Design change_dispenser_flat, sky130hd; sources not shown.
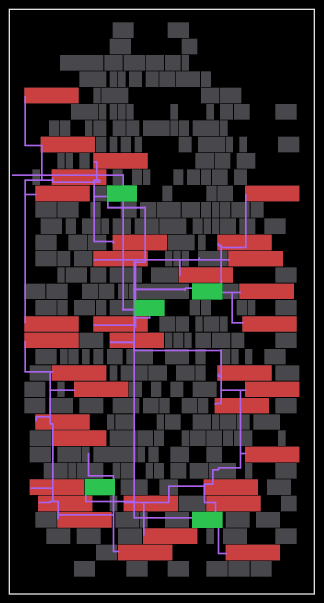
*Routed clock nets over the placement, run 1*
Drawn at 6 px/um.
Key: green = cells driving clock nets [count 5]; purple = clock wires [length 475 um]; red = flip-flops [count 34]
There are 6 routed clock nets.
Worst-Skew Late Latency: 0.29 ns

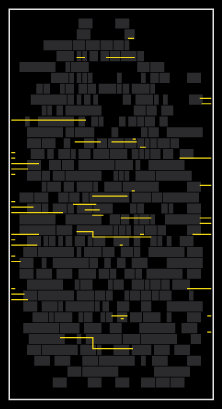
*Metal 3, run 1*
Drawn at 4 px/um.
The longest straight run is 18.4 um. 37 nets have wire on it. The layer holds 4.0% of the routed length.
total via count in the routed design: 1943
routed wire length: 4.98 mm
met3 usage in global routing: 4.62%

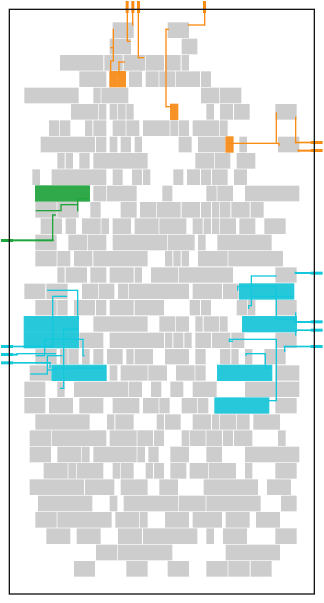
*Wires at chosen ports, followed through buffers, run 1*
Drawn at 6 px/um.
Key: orange = `coin_coin_value` [bits 6, direction output, end cells 4, wire 69.5 um]; green = `short_pay` [bits 1, direction output, end cells 1, wire 23.2 um]; cyan = `change_total` [bits 7, direction output, end cells 7, wire 161 um]
number of top-level pins: 38
number of port buffers: 37

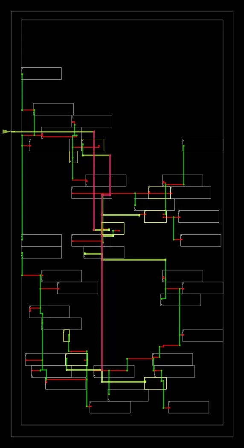
*Clock routing, run 1*
number of buffers inserted during clock tree synthesis: 5
clock buffers: 7
num sequential: 34
clock sink total: 34

==> run_results.csv, run 1 <==
group,metric,value,unit
critical_path,cp_num_buf_inv,0,
drt,routed-wl-met3,201,um
layout,mostFrequentLayoutCell,"sky130_fd_sc_hd__clkdlybuf4s50_1",
logic_synthesis,synthMostInstantiatedCell,"sky130_fd_sc_hd__dfrtp_1",
logic_synthesis,ys_async_sr_fraction,100,%
layout,area_dominant_class,"logic gates",
critical_path,critPathTopFamily,"AND-OR/OR-AND gates",
sta,final_max_slew_viol_count,0,
logic_synthesis,ys_top_cells_by_count,"34 x sky130_fd_sc_hd__dfrtp_1, 23 x sky130_fd_sc_hd__inv_1, 21 x sky130_fd_sc_hd__o21ai_0",
layout,diodes,0,
layout,fillers,340,
drt,final_antenna_net_count,0,
layout,inverters,24,
run,max_cap_violations,0,
hold_path,timing.hold.worst.class,"flop to flop",
drt,routed_wire_length_per_instance,14.7,um
floorplan,placementRows,34,
sta,worst_slew_pin_tran,0.619,ns
logic_synthesis,synth_area,2350,um^2
clock_tree,tritoncts,"yes",
outcome,status,"complete, no violations",
logic_synthesis,mappedNetlistNets,282,
global_routing,gr-usage-all-layers,22.9,%
logic_synthesis,mux_share,9.12,%
critical_path,crit_chain,"or3_1, a31oi_1, nand2_1, ha_1, o21ai_0, or2_1, o311ai_1, a41oi_1, a2111oi_4, mux2_1",
logic_synthesis,tally_of_unique_sky130hd_cells_used_after_synthesis,56,
logic_synthesis,enable_flop_cells,0,
drt,number_of_vias_per_cell_after_detailed_routing,5.75,
logic_synthesis,topCombFamilyByArea,"AND-OR/OR-AND gates",
floorplan,die_width,50.6,um
critical_path,cp_peak_stage_delay,0.45,ns
sta,fin_tns_setup,0,ns
logic_synthesis,synth_simple_gate_area_share,13.9,%
logic_synthesis,synth.top_cells.by_area,"sky130_fd_sc_hd__dfrtp_1 36%, sky130_fd_sc_hd__ha_1 9.1%, sky130_fd_sc_hd__mux2_2 7.7%",
clock_tree,post_cts.resized_instances,0,
critical_path,regToRegSetupSlack,0.30,ns
layout,clockNetworkAreaShare,3.21,%
logic_synthesis,gate_count_after_technology_mapping,245,
logic_synthesis,synth_chip_area,2350,um^2
layout,layout.buffer.nonclock.area_share,13.6,%
logic_synthesis,ys_ff,34,
logic_synthesis,synth_adder_area_share,10.8,%
clock_tree,cts-root-buf,"sky130_fd_sc_hd__clkbuf_8",
global_routing,gr-usage-met2,37.0,%
global_routing,largest_net_degree_at_the_start_of_global_routing,35,
clock_tree,cts_hold_buf,0,
floorplan,design.die.area,4920,um^2
critical_path,worst_ep_required_time,4.02,ns
sta,rsz0062_at_grt,"no",
floorplan,core_area,4250,um^2
sta,final.setup.worst_slack,0.304,ns
layout,layout.nets,320,
drt,route.detailed.drc,0,
critical_path,criticalPathCategory,"flop to flop",
sta,slew_headroom,58.3,%
floorplan,taps,54,
global_routing,grt_first_pass_wirelength,8.81,mm
layout,final_core_utilization,66.8,%
==> run 2: changes to the inputs <==
Settings changed: CAP_MARGIN 0 to not set.
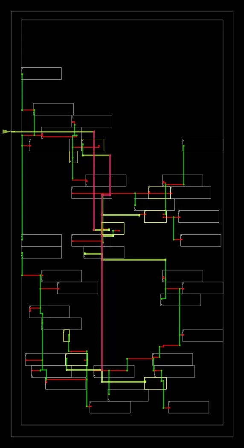
*Clock routing, run 2*

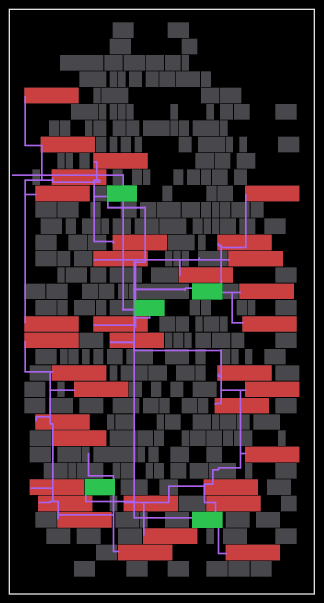
*Routed clock nets over the placement, run 2*
Drawn at 6 px/um.

==> run 2 against run 1 <==
Net effect:
- critical path depth is the same
- sequential share of layout area did not move
- global-route usage unchanged
- clock-buffer cell count is the same
- setup slack is the same
- fmax did not move
==> run_results.csv, run 2 <==
group,metric,value,unit
drt,routed_wire_length_per_instance,14.7,um
clock_tree,cts-root-buf,"sky130_fd_sc_hd__clkbuf_8",
run,max_cap_violations,0,
sta,final_max_slew_viol_count,0,
sta,worst_slew_pin_tran,0.619,ns
place,numPortBuffers,37,
clock_tree,cts_buffers,5,
logic_synthesis,synth_simple_gate_area_share,13.9,%
layout,area_dominant_class,"logic gates",
layout,clockNetworkAreaShare,3.21,%
floorplan,taps,54,
drt,number_of_vias_per_cell_after_detailed_routing,5.75,
logic_synthesis,mux_share,9.12,%
layout,mostFrequentLayoutCell,"sky130_fd_sc_hd__clkdlybuf4s50_1",
global_routing,grt_first_pass_wirelength,8.81,mm
global_routing,gr-usage-met2,37.0,%
clock_tree,post_cts.resized_instances,0,
hold_path,timing.hold.worst.class,"flop to flop",
layout,layout.nets,320,
logic_synthesis,ys_async_sr_fraction,100,%
floorplan,design.die.area,4920,um^2
sta,final.setup.worst_slack,0.304,ns
critical_path,crit_chain,"or3_1, a31oi_1, nand2_1, ha_1, o21ai_0, or2_1, o311ai_1, a41oi_1, a2111oi_4, mux2_1",
logic_synthesis,enable_flop_cells,0,
logic_synthesis,synth_area,2350,um^2
drt,detail_route.wirelength,4.98,mm
sta,rsz0062_at_grt,"no",
drt,dr_total_vias,1943,
critical_path,critPathTopFamily,"AND-OR/OR-AND gates",
outcome,status,"complete, no violations",
clock_tree,insertion_delay,0.29,ns
layout,nClkBuffers,7,
layout,seq_cell_count,34,
floorplan,placementRows,34,
logic_synthesis,ys_top_cells_by_count,"34 x sky130_fd_sc_hd__dfrtp_1, 23 x sky130_fd_sc_hd__inv_1, 21 x sky130_fd_sc_hd__o21ai_0",
drt,routed-wl-met3,201,um
logic_synthesis,gate_count_after_technology_mapping,245,
logic_synthesis,synth.top_cells.by_area,"sky130_fd_sc_hd__dfrtp_1 36%, sky130_fd_sc_hd__ha_1 9.1%, sky130_fd_sc_hd__mux2_2 7.7%",
critical_path,criticalPathCategory,"flop to flop",
logic_synthesis,synth_chip_area,2350,um^2
logic_synthesis,synth_adder_area_share,10.8,%
layout,final_core_utilization,66.8,%
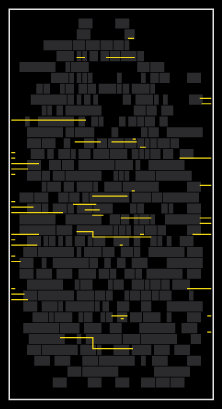
*Metal 3, run 2*
Drawn at 4 px/um.

